--- src/rtl/hazard_scoreboard.sv ---
// Register-hazard scoreboard for a 5-stage MIPS-style pipeline.
// Tracks in-flight producers per architectural register (Tnew countdown and
// stage age), raises stall when a D-stage consumer needs a value too early,
// selects the forwarding source, and tracks HI/LO multiply/divide occupancy.
// Optional: define HAZARD_SCOREBOARD_PERF_EN to add a 32-bit stall_cnt output.

// One scoreboard entry: {pend, cnt, age} for a single architectural register.
module hazard_sb_entry #(
    parameter int TW     = 2,
    parameter int NSTAGE = 3
) (
    input  logic          clk,
    input  logic          reset,
    input  logic          load,
    input  logic [TW-1:0] tnew,
    output logic          pend,
    output logic [TW-1:0] cnt,
    output logic [1:0]    age
);
    localparam logic [1:0] AGE_LAST = 2'(NSTAGE - 1);

    // Load on producer issue; otherwise count down and age until the result
    // leaves the last forwardable stage.
    always_ff @(posedge clk or negedge reset) begin
        if (!reset) begin
            pend <= 1'b0;
            cnt  <= '0;
            age  <= '0;
        end else if (load) begin
            pend <= 1'b1;
            cnt  <= tnew;
            age  <= '0;
        end else if (pend) begin
            if (age == AGE_LAST) begin
                pend <= 1'b0;
                cnt  <= '0;
                age  <= '0;
            end else begin
                cnt  <= (cnt == '0) ? '0 : cnt - 1'b1;
                age  <= age + 2'd1;
            end
        end
    end
endmodule

module hazard_scoreboard #(
    parameter int NREG    = 32,
    parameter int AW      = 5,
    parameter int TW      = 2,
    parameter int NSTAGE  = 3,
    parameter int MUL_LAT = 5,
    parameter int DIV_LAT = 10
) (
    input  logic          clk,
    input  logic          reset,
    input  logic          issue_valid,
    input  logic [AW-1:0] rs_addr,
    input  logic [AW-1:0] rt_addr,
    input  logic [TW-1:0] rs_tuse,
    input  logic [TW-1:0] rt_tuse,
    input  logic          dst_we,
    input  logic [AW-1:0] dst_addr,
    input  logic [TW-1:0] dst_tnew,
    input  logic          md_start,
    input  logic          md_div,
    input  logic          md_use,
    output logic          stall,
    output logic [1:0]    fwd_rs_sel,
    output logic [1:0]    fwd_rt_sel,
    output logic          md_busy
`ifdef HAZARD_SCOREBOARD_PERF_EN
   ,output logic [31:0]   stall_cnt
`endif
);
    localparam int MD_MAX = (DIV_LAT > MUL_LAT) ? DIV_LAT : MUL_LAT;
    localparam int MDW    = $clog2(MD_MAX + 1);

    logic          pend [NREG];
    logic [TW-1:0] cnt  [NREG];
    logic [1:0]    age  [NREG];
    logic          issue;

    // Register 0 never has a producer.
    assign pend[0] = 1'b0;
    assign cnt[0]  = '0;
    assign age[0]  = '0;

    for (genvar i = 1; i < NREG; i++) begin : g_ent
        logic load;
        assign load = issue & dst_we & (dst_addr == AW'(i));
        hazard_sb_entry #(.TW(TW), .NSTAGE(NSTAGE)) u_ent (
            .clk  (clk),
            .reset(reset),
            .load (load),
            .tnew (dst_tnew),
            .pend (pend[i]),
            .cnt  (cnt[i]),
            .age  (age[i])
        );
    end

    logic          rs_pend, rt_pend;
    logic [TW-1:0] rs_cnt, rt_cnt;
    logic [1:0]    rs_age, rt_age;

    // Look up the entries for both sources; out-of-range and r0 read as idle.
    always_comb begin
        rs_pend = 1'b0; rs_cnt = '0; rs_age = '0;
        rt_pend = 1'b0; rt_cnt = '0; rt_age = '0;
        for (int i = 1; i < NREG; i++) begin
            if (rs_addr == AW'(i)) begin
                rs_pend = pend[i]; rs_cnt = cnt[i]; rs_age = age[i];
            end
            if (rt_addr == AW'(i)) begin
                rt_pend = pend[i]; rt_cnt = cnt[i]; rt_age = age[i];
            end
        end
    end

    logic [MDW-1:0] md_cnt;
    logic           hz_rs, hz_rt, hz_md;

    assign hz_rs = (rs_addr != '0) & (rs_tuse != '1) & rs_pend & (rs_cnt > rs_tuse);
    assign hz_rt = (rt_addr != '0) & (rt_tuse != '1) & rt_pend & (rt_cnt > rt_tuse);
    assign md_busy = (md_cnt != '0);
    assign hz_md = (md_start | md_use) & md_busy;
    assign stall = issue_valid & (hz_rs | hz_rt | hz_md);
    assign issue = issue_valid & ~stall;

    // Forward source is the stage the producer currently occupies, once its
    // result exists.
    assign fwd_rs_sel = ((rs_addr != '0) & rs_pend & (rs_cnt == '0)) ? rs_age + 2'd1 : 2'd0;
    assign fwd_rt_sel = ((rt_addr != '0) & rt_pend & (rt_cnt == '0)) ? rt_age + 2'd1 : 2'd0;

    // HI/LO occupancy: load the unit latency on mult/div issue, then drain.
    always_ff @(posedge clk or negedge reset) begin
        if (!reset)
            md_cnt <= '0;
        else if (issue & md_start)
            md_cnt <= md_div ? MDW'(DIV_LAT) : MDW'(MUL_LAT);
        else if (md_cnt != '0)
            md_cnt <= md_cnt - 1'b1;
    end

`ifdef HAZARD_SCOREBOARD_PERF_EN
    // Count stalled cycles; wraps naturally at 2**32.
    always_ff @(posedge clk or negedge reset) begin
        if (!reset)
            stall_cnt <= '0;
        else if (stall)
            stall_cnt <= stall_cnt + 32'd1;
    end
`endif
endmodule

--- config.mk ---
export PLATFORM = sky130hd
export DESIGN_NAME = hazard_scoreboard
export DESIGN_NICKNAME = d
export VERILOG_FILES = /design/src/rtl/hazard_scoreboard.sv
export SDC_FILE = /design/constraint.sdc
export NUM_CORES = 1
export LEC_CHECK = 0
export ABC_AREA = 1
export CORE_ASPECT_RATIO = 0.6
export CORE_UTILIZATION = 40
export CTS_CLUSTER_SIZE = 25
export DETAILED_ROUTE_END_ITERATION = 10
export PLACE_DENSITY_LB_ADDON = 0.25
export SKIP_LAST_GASP = 1
export SLEW_MARGIN = 0
export SYNTH_ARGS = -nofsm -noshare
export SYNTH_HDL_FRONTEND = slang
export SYNTH_SLANG_ARGS = --single-unit
--- constraint.sdc ---
create_clock -name clk -period 4.83 [get_ports clk]
set_input_delay 0.483 -clock clk [delete_from_list [all_inputs] [get_ports clk]]
set_output_delay 0.483 -clock clk [all_outputs]
set_load 0.01 [all_outputs]
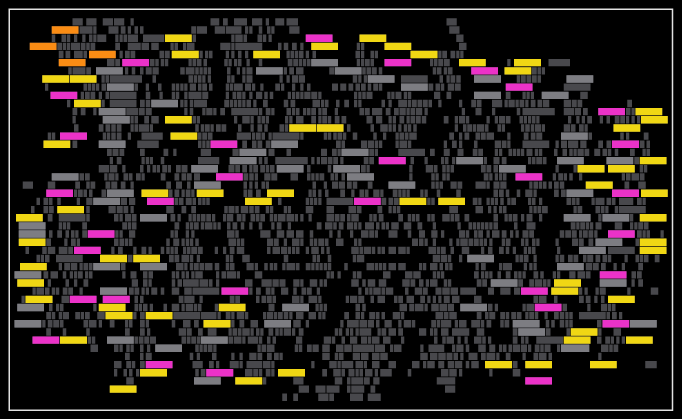
(sequential cells coloured by netlist name)
Scale: 3 px per um.
colour	netlist name	flops	where
yellow	`g_ent.u_ent.age`	62	widely spread
magenta	`g_ent.u_ent.pend`	31	widely spread
orange	`md_cnt`	4	upper left
not coloured	62
Final Core Density: 50.5%
FF+latch area: 3980 um^2
Seq/total area: 28.3%

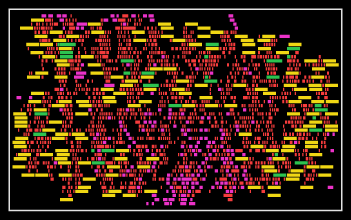
(cell classes on the final placement)
Scale: 1.5 px per um.
colour	class	cells	share of their area
yellow	flip-flops	159	29%
red	all other logic	1616	55%
green	clock drivers and dummy loads	29	4.4%
magenta	other buffers and delay cells	190	11%
design area: 14100 um^2
Rows: 47
core area: 27900 um^2

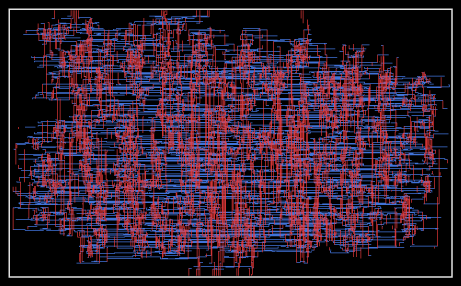
(signal wires by layer)
Scale: 2 px per um. Two of the layers only.
colour	layer	wire length
red	met2	16200 um
blue	met1	20.3 mm
GRT Overall Usage: 29.8%
wire per inst: 18.2 um
final WL: 43000 um
via count: 13100

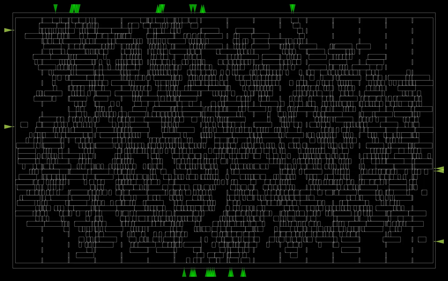
(cell placement)
fill cell count: 2827
sequential cell count: 159
Non-Filler Instances: 2361

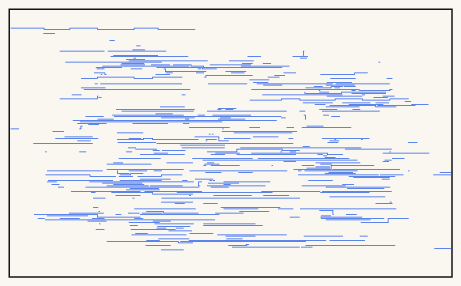
(the metal 3 layer)
Scale: 2 px per um.
longest straight run	102 um
share of all routed wire	14%
grt met3 use: 9.43%

==> Changelog: implementation <==
### Changed

- CP startpoint: g_ent[1].u_ent.cnt[1]
- Top layer reached by signal wires: met5
- Comb area leader: simple AND/OR/NAND/NOR gates
- CTS sink count: 159
- Die X: 221 um
- HPWL after detailed placement: around 33000 um
- Place WS: -1.02 ns
- First-pass GRT wire length: 66000 um
- Num ports: 34
- Die area: between 20000 and 30000 um^2
- Regs by FF count: g_ent.u_ent.age: 62 flops, g_ent.u_ent.cnt: 62 flops, g_ent.u_ent.pend: 31 flops
- Terminus of the critical flop-to-flop path: g_ent[13].u_ent.cnt[0]
- Reg2Reg Setup Slack: 0.22 ns
- Status: complete, no violations
- Int Pwr: 3.13 mW
- # Cells Yosys: roughly 1800
- Final worst slack: 0.165 ns
- Hold Slack: approximately 0.049 ns
- Worst setup path end: stall
- Clock Pin Slew Worst Setup and Hold Paths: approximately 0.060 ns
- Clock share of power: roughly a quarter
- Routed length on met1: around 20000 um
- Synth Cell Area: between 10000 and 15000 um^2
- Input/output buffers: 33
- YS chip area: approximately 11000 um^2
- Layout cells sized above 1: 13.2%
- Sequential cell area fraction in the yosys report: 34.7%
- Reg-to-Reg Start: g_ent[1].u_ent.cnt[1]
- Crit end category: primary output
- Cell Pwr Density: between 300 and 400 nW/um^2
- Hold-fix buffers, CTS: 0
- Part of the cycle the worst path needs: between 90% and 100%
- Worst path buffer plus inverter count: 3
- Power Clock: around 1.4 mW
- Via density: roughly 5.6
- P_sw: 2.20 mW
- Delay-heaviest family, CP: simple AND/OR/NAND/NOR gates
[per-stage QoR]
| step | instances | setup TNS [ns] | power [mW] | instance area (um^2) |
|---|---|---|---|---|
| detailed placement | 2324 | -114.68 | 3.83 | 13300 |
| floorplan | 1813 | 0 | 3.14 | 11500 |
| finish | 2361 | 0 | 5.33 | 14100 |
| CTS | 2356 | -0.206 | 5.26 | 13900 |
| global route | 2361 | -0.113 | 5.67 | 14100 |
| global placement | 2324 | -107.60 | 3.78 | 13300 |
[synthesized netlist by cell type (all sizes together)]
| master | count | area, um^2 |
|---|---|---|
| o21ai | 138 | 691 |
| o22ai | 5 | 31.3 |
| buf | 22 | 128 |
| clkbuf | 16 | 60.1 |
| a21oi | 57 | 285 |
| xor2 | 1 | 8.76 |
| xnor2 | 2 | 17.5 |
| o221ai | 3 | 26.3 |
| inv | 324 | 1220 |
| nor2 | 166 | 651 |
| a2111oi | 1 | 8.76 |
| o2111ai | 13 | 114 |
| ha | 6 | 75.1 |
| or2 | 1 | 6.26 |
| nand3 | 247 | 1290 |
| dfrtp | 159 | 3980 |
| nand4 | 92 | 582 |
| clkinv | 4 | 15.0 |
| nand3b | 2 | 15.0 |
| nor3 | 27 | 135 |
| nor3b | 2 | 15.0 |
| o211ai | 22 | 165 |
| nor4 | 24 | 150 |
| a221oi | 2 | 17.5 |
| nand2 | 477 | 1790 |
[repair_timing]
| action | 4_1_cts | 5_1_grt |
|---|---|---|
| pin swaps | 13 | 19 |
| buffers inserted | 3 | 5 |
| gates resized | 31 | 57 |
| setup endpoints to repair | 159 | 149 |
[cell type report]
cell class | instances | area [um^2]
well taps | 367 | 459
flip-flops and latches | 159 | 3980
clock inverters | 9 | 136
inverters | 328 | 1230
clock buffers | 20 | 457
fillers | 2827 | 13800
multi-input cells | 1288 | 6250
repair buffers | 190 | 1550
Power is estimated from default activity; no workload was simulated.
